### Cell outlines without signal wires

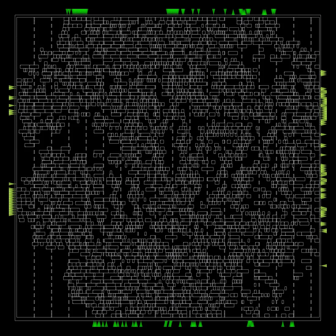
### M3 wires

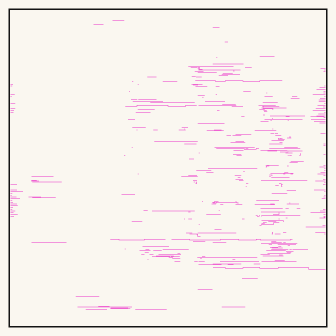
### Ports around the boundary

Pins as bars across the die edge, other pins in gray.
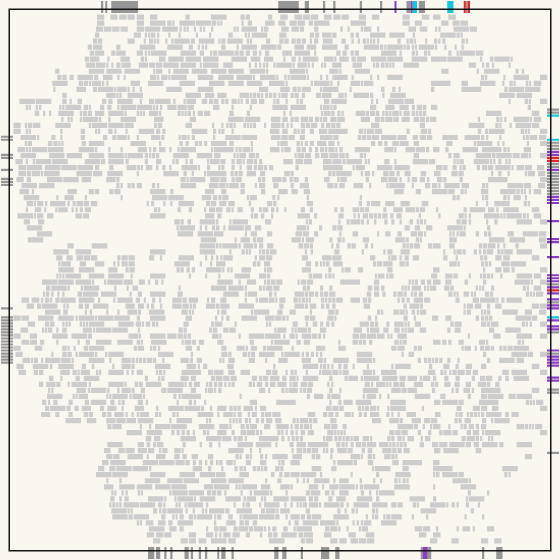
### Local utilization

24 x 24 tiles, from white (low) to dark blue (high), 0 to 100% covered.
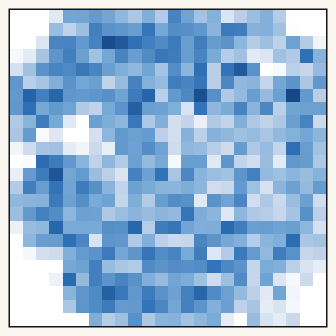
<file path="config.mk">
export PLATFORM = sky130hd
export DESIGN_NAME = int8_simd_dot_unit
export DESIGN_NICKNAME = d
export VERILOG_FILES = /design/src/rtl/int8_simd_dot_unit.sv
export SDC_FILE = /design/constraint.sdc
export NUM_CORES = 1
export LEC_CHECK = 0
export ABC_CLOCK_PERIOD_IN_PS = 11200
export CORE_UTILIZATION = 40
export CTS_BUF_LIST = sky130_fd_sc_hd__clkbuf_16
export CTS_CLUSTER_DIAMETER = 150
export DETAILED_ROUTE_END_ITERATION = 12
export SETUP_SLACK_MARGIN = 0.1
export SLEW_MARGIN = 20
export SYNTH_ARGS = -nofsm -noshare
export SYNTH_HDL_FRONTEND = slang
export SYNTH_SLANG_ARGS = --single-unit
</file>
<file path="constraint.sdc">
create_clock -name clk_i -period 11.2 [get_ports clk_i]
set_clock_uncertainty 0.05 [all_clocks]
set_input_delay 2.24 -clock clk_i [delete_from_list [all_inputs] [get_ports clk_i]]
set_output_delay 2.24 -clock clk_i [all_outputs]
set_load 0.005 [all_outputs]
</file>
<file path="src/rtl/int8_simd_dot_unit.sv">
// rtl/int8_simd_dot_unit.sv - two-stage pipelined INT8 SIMD dot-product / MAC unit
//
// Purpose:
//   Treats each XLEN operand as LANES = XLEN/8 signed INT8 lanes (lane0 = bits 7:0).
//   S1 forms the per-lane 8x8 -> 16-bit signed products. S2 reduces them and
//   applies the op-specific wrap/saturate/clip. Valid/ready on both sides,
//   1 op/cycle sustained, 2-cycle latency when unstalled.
//
// Ports:
//   clk_i, rst_ni              clock, synchronous active-low reset
//   in_valid_i / in_ready_o    issue-side handshake
//   op_i                       00 DOT8, 01 DOT8_SAT, 10 VMAC8, 11 DOT8_CLIP
//   rs1_i, rs2_i               packed INT8 lane operands
//   rd_i                       accumulator (XLEN scalar or packed INT8 lanes for VMAC8)
//   rd_addr_i, tag_i           sideband carried with the op
//   out_valid_o / out_ready_i  writeback-side handshake
//   result_o, sat_o            result and "some clamp happened" flag
//   rd_addr_o, tag_o           sideband of the presented result

module int8_simd_dot_unit #(
    parameter int XLEN  = 32,
    parameter int TAG_W = 8
) (
    input  logic             clk_i,
    input  logic             rst_ni,
    input  logic             in_valid_i,
    output logic             in_ready_o,
    input  logic [1:0]       op_i,
    input  logic [XLEN-1:0]  rs1_i,
    input  logic [XLEN-1:0]  rs2_i,
    input  logic [XLEN-1:0]  rd_i,
    input  logic [4:0]       rd_addr_i,
    input  logic [TAG_W-1:0] tag_i,
    output logic             out_valid_o,
    input  logic             out_ready_i,
    output logic [XLEN-1:0]  result_o,
    output logic             sat_o,
    output logic [4:0]       rd_addr_o,
    output logic [TAG_W-1:0] tag_o
);

    localparam int LANES = XLEN / 8;
    // Lane-sum width: 16-bit products plus growth for the adder tree.
    localparam int SW    = 16 + $clog2(LANES);
    // Accumulate width: two guard bits so sext(S) + rd never overflows.
    localparam int TW    = XLEN + 2;

    localparam logic signed [TW-1:0] SAT_MAX  = {3'b000, {(XLEN-1){1'b1}}};
    localparam logic signed [TW-1:0] SAT_MIN  = {3'b111, {(XLEN-1){1'b0}}};
    localparam logic signed [TW-1:0] CLIP_MAX = {{(TW-8){1'b0}}, 8'h7F};
    localparam logic signed [TW-1:0] CLIP_MIN = {{(TW-8){1'b1}}, 8'h80};
    localparam logic signed [16:0]   LANE_MAX = 17'sd127;
    localparam logic signed [16:0]   LANE_MIN = -17'sd128;

    typedef enum logic [1:0] {
        OP_DOT8      = 2'b00,
        OP_DOT8_SAT  = 2'b01,
        OP_VMAC8     = 2'b10,
        OP_DOT8_CLIP = 2'b11
    } op_e;

    // Stage 1 registers
    logic                s1_v_q;
    logic [16*LANES-1:0] s1_prod_q;
    op_e                 s1_op_q;
    logic [XLEN-1:0]     s1_rd_q;
    logic [4:0]          s1_addr_q;
    logic [TAG_W-1:0]    s1_tag_q;

    // Stage 2 (output) registers
    logic                s2_v_q;
    logic [XLEN-1:0]     s2_res_q;
    logic                s2_sat_q;
    logic [4:0]          s2_addr_q;
    logic [TAG_W-1:0]    s2_tag_q;

    logic s2_adv;
    logic s1_adv;
    logic accept;

    assign s2_adv     = !s2_v_q || out_ready_i;
    assign s1_adv     = !s1_v_q || s2_adv;
    assign in_ready_o = s1_adv;
    assign accept     = in_valid_i && s1_adv;

    // S1: per-lane products. Operands are sign-extended to 16 bits first so
    // the low 16 bits of the 16x16 product are the exact 8x8 signed product.
    logic [16*LANES-1:0] prod_d;
    logic signed [15:0]  mul_a;
    logic signed [15:0]  mul_b;
    logic signed [15:0]  mul_p;

    always_comb begin
        prod_d = '0;
        mul_a  = '0;
        mul_b  = '0;
        mul_p  = '0;
        for (int i = 0; i < LANES; i++) begin
            mul_a = {{8{rs1_i[8*i+7]}}, rs1_i[8*i +: 8]};
            mul_b = {{8{rs2_i[8*i+7]}}, rs2_i[8*i +: 8]};
            mul_p = mul_a * mul_b;
            prod_d[16*i +: 16] = mul_p;
        end
    end

    // S2: reduction, accumulate and clamp.
    logic signed [SW-1:0] sum;
    logic signed [TW-1:0] t_acc;
    logic signed [15:0]   lane_p;
    logic [7:0]           lane_rd;
    logic signed [16:0]   lane_v;
    logic [XLEN-1:0]      vmac_res;
    logic                 vmac_sat;
    logic [XLEN-1:0]      res_d;
    logic                 sat_d;

    always_comb begin
        sum      = '0;
        lane_p   = '0;
        lane_rd  = '0;
        lane_v   = '0;
        vmac_res = '0;
        vmac_sat = 1'b0;
        for (int i = 0; i < LANES; i++) begin
            lane_p  = s1_prod_q[16*i +: 16];
            sum     = sum + {{(SW-16){lane_p[15]}}, lane_p};
            lane_rd = s1_rd_q[8*i +: 8];
            lane_v  = {lane_p[15], lane_p} + {{9{lane_rd[7]}}, lane_rd};
            if (lane_v > LANE_MAX) begin
                vmac_res[8*i +: 8] = 8'h7F;
                vmac_sat           = 1'b1;
            end else if (lane_v < LANE_MIN) begin
                vmac_res[8*i +: 8] = 8'h80;
                vmac_sat           = 1'b1;
            end else begin
                vmac_res[8*i +: 8] = lane_v[7:0];
            end
        end
        t_acc = {{(TW-SW){sum[SW-1]}}, sum} + {{2{s1_rd_q[XLEN-1]}}, s1_rd_q};

        res_d = t_acc[XLEN-1:0];
        sat_d = 1'b0;
        case (s1_op_q)
            OP_DOT8: begin
                res_d = t_acc[XLEN-1:0];
            end
            OP_DOT8_SAT: begin
                if (t_acc > SAT_MAX) begin
                    res_d = SAT_MAX[XLEN-1:0];
                    sat_d = 1'b1;
                end else if (t_acc < SAT_MIN) begin
                    res_d = SAT_MIN[XLEN-1:0];
                    sat_d = 1'b1;
                end
            end
            OP_DOT8_CLIP: begin
                // In-range values are already sign-extended within t_acc.
                if (t_acc > CLIP_MAX) begin
                    res_d = CLIP_MAX[XLEN-1:0];
                    sat_d = 1'b1;
                end else if (t_acc < CLIP_MIN) begin
                    res_d = CLIP_MIN[XLEN-1:0];
                    sat_d = 1'b1;
                end
            end
            OP_VMAC8: begin
                res_d = vmac_res;
                sat_d = vmac_sat;
            end
        endcase
    end

    always_ff @(posedge clk_i) begin
        if (!rst_ni) begin
            s1_v_q    <= 1'b0;
            s1_prod_q <= '0;
            s1_op_q   <= OP_DOT8;
            s1_rd_q   <= '0;
            s1_addr_q <= '0;
            s1_tag_q  <= '0;
            s2_v_q    <= 1'b0;
            s2_res_q  <= '0;
            s2_sat_q  <= 1'b0;
            s2_addr_q <= '0;
            s2_tag_q  <= '0;
        end else begin
            if (s1_adv) begin
                s1_v_q <= in_valid_i;
            end
            if (accept) begin
                s1_prod_q <= prod_d;
                s1_op_q   <= op_e'(op_i);
                s1_rd_q   <= rd_i;
                s1_addr_q <= rd_addr_i;
                s1_tag_q  <= tag_i;
            end
            if (s2_adv) begin
                s2_v_q <= s1_v_q;
            end
            // Payload only moves with a real op so outputs hold while stalled.
            if (s2_adv && s1_v_q) begin
                s2_res_q  <= res_d;
                s2_sat_q  <= sat_d;
                s2_addr_q <= s1_addr_q;
                s2_tag_q  <= s1_tag_q;
            end
        end
    end

    assign out_valid_o = s2_v_q;
    assign result_o    = s2_res_q;
    assign sat_o       = s2_sat_q;
    assign rd_addr_o   = s2_addr_q;
    assign tag_o       = s2_tag_q;

endmodule

</file>
==> flow_summary.yaml <==
# implementation run metrics
detailed_routing:
  first_pass_iters: 5
  wl_um: 70300
  drtIter0Drc: 1355
  wl_met2_um: 32200
  routed.top_layer: "met4"
synthesis:
  aoi_share_pct: 19.0
  simple_gate_area_share_pct: 19.5
  synth_cells: 2919
  topCombFamilyByArea: "adder cells"
  synthArstFlopShare_pct: 0
  adder_share_pct: 34.7
  ys.flops: 159
cells_and_area:
  num-nonclk-buffers: 173
  inv_count: 384
  comb_area_share_pct: 70.1
  syn_to_final_growth_pct: 12.5
  clockNetworkAreaShare_pct: 2.18
  seq_share_pct: 12.1
final_timing:
  fmax_mhz: 123
  fin_crit_sh_pct: 72.5
  tightest_slew_ns: 1.06
power_and_ir_drop:
  top_power_group: "combinational logic"
  power.internal_w: 0.00368
  p_leak_nw: 11.7
status:
  outcome: "complete, no violations"
clock_tree:
  clock_sinks: 159
  cts_root_buf: "clkbuf_16"
grt:
  use_met3_pct: 2.21
  grt_util_met2_pct: 38.7
  use_met1_pct: 33.4
  grt.total_usage_pct: 23.9
  grt_pass1_vias: 20700
setup_path:
  cp_num_cells: 31
  cp_num_buf_inv: 4
min_path:
  hold_path.class: "reg2reg"
  hp-start: "s1_tag_q[6]"
flow_run:
  drv_cap: 0
## Picture notes: 'Cell outlines without signal wires'
# Taps: 765
post-layout util: 45.6%
fillers: 5,772
Finished Layout Cells: 3,803
Core Rows: 88

## Picture notes: 'M3 wires'
share of all routed wire = 4.2%
longest straight run = 46.0 um
main direction = horizontal

## Picture notes: 'Ports around the boundary'
result_o -> purple  # pins 32, direction output, edge 28 right, 2 top, 2 bottom
rd_addr_i -> red  # pins 5, direction input, edge 3 right, 2 top
tag_o -> cyan  # pins 8, direction output, edge 5 top, 3 right
all pins by edge = 56 right, 46 top, 36 bottom, 25 left

## Picture notes: 'Local utilization'
mean over tiles = 43%
tiles over 75% full = 3.3%
fullest tile = 90%

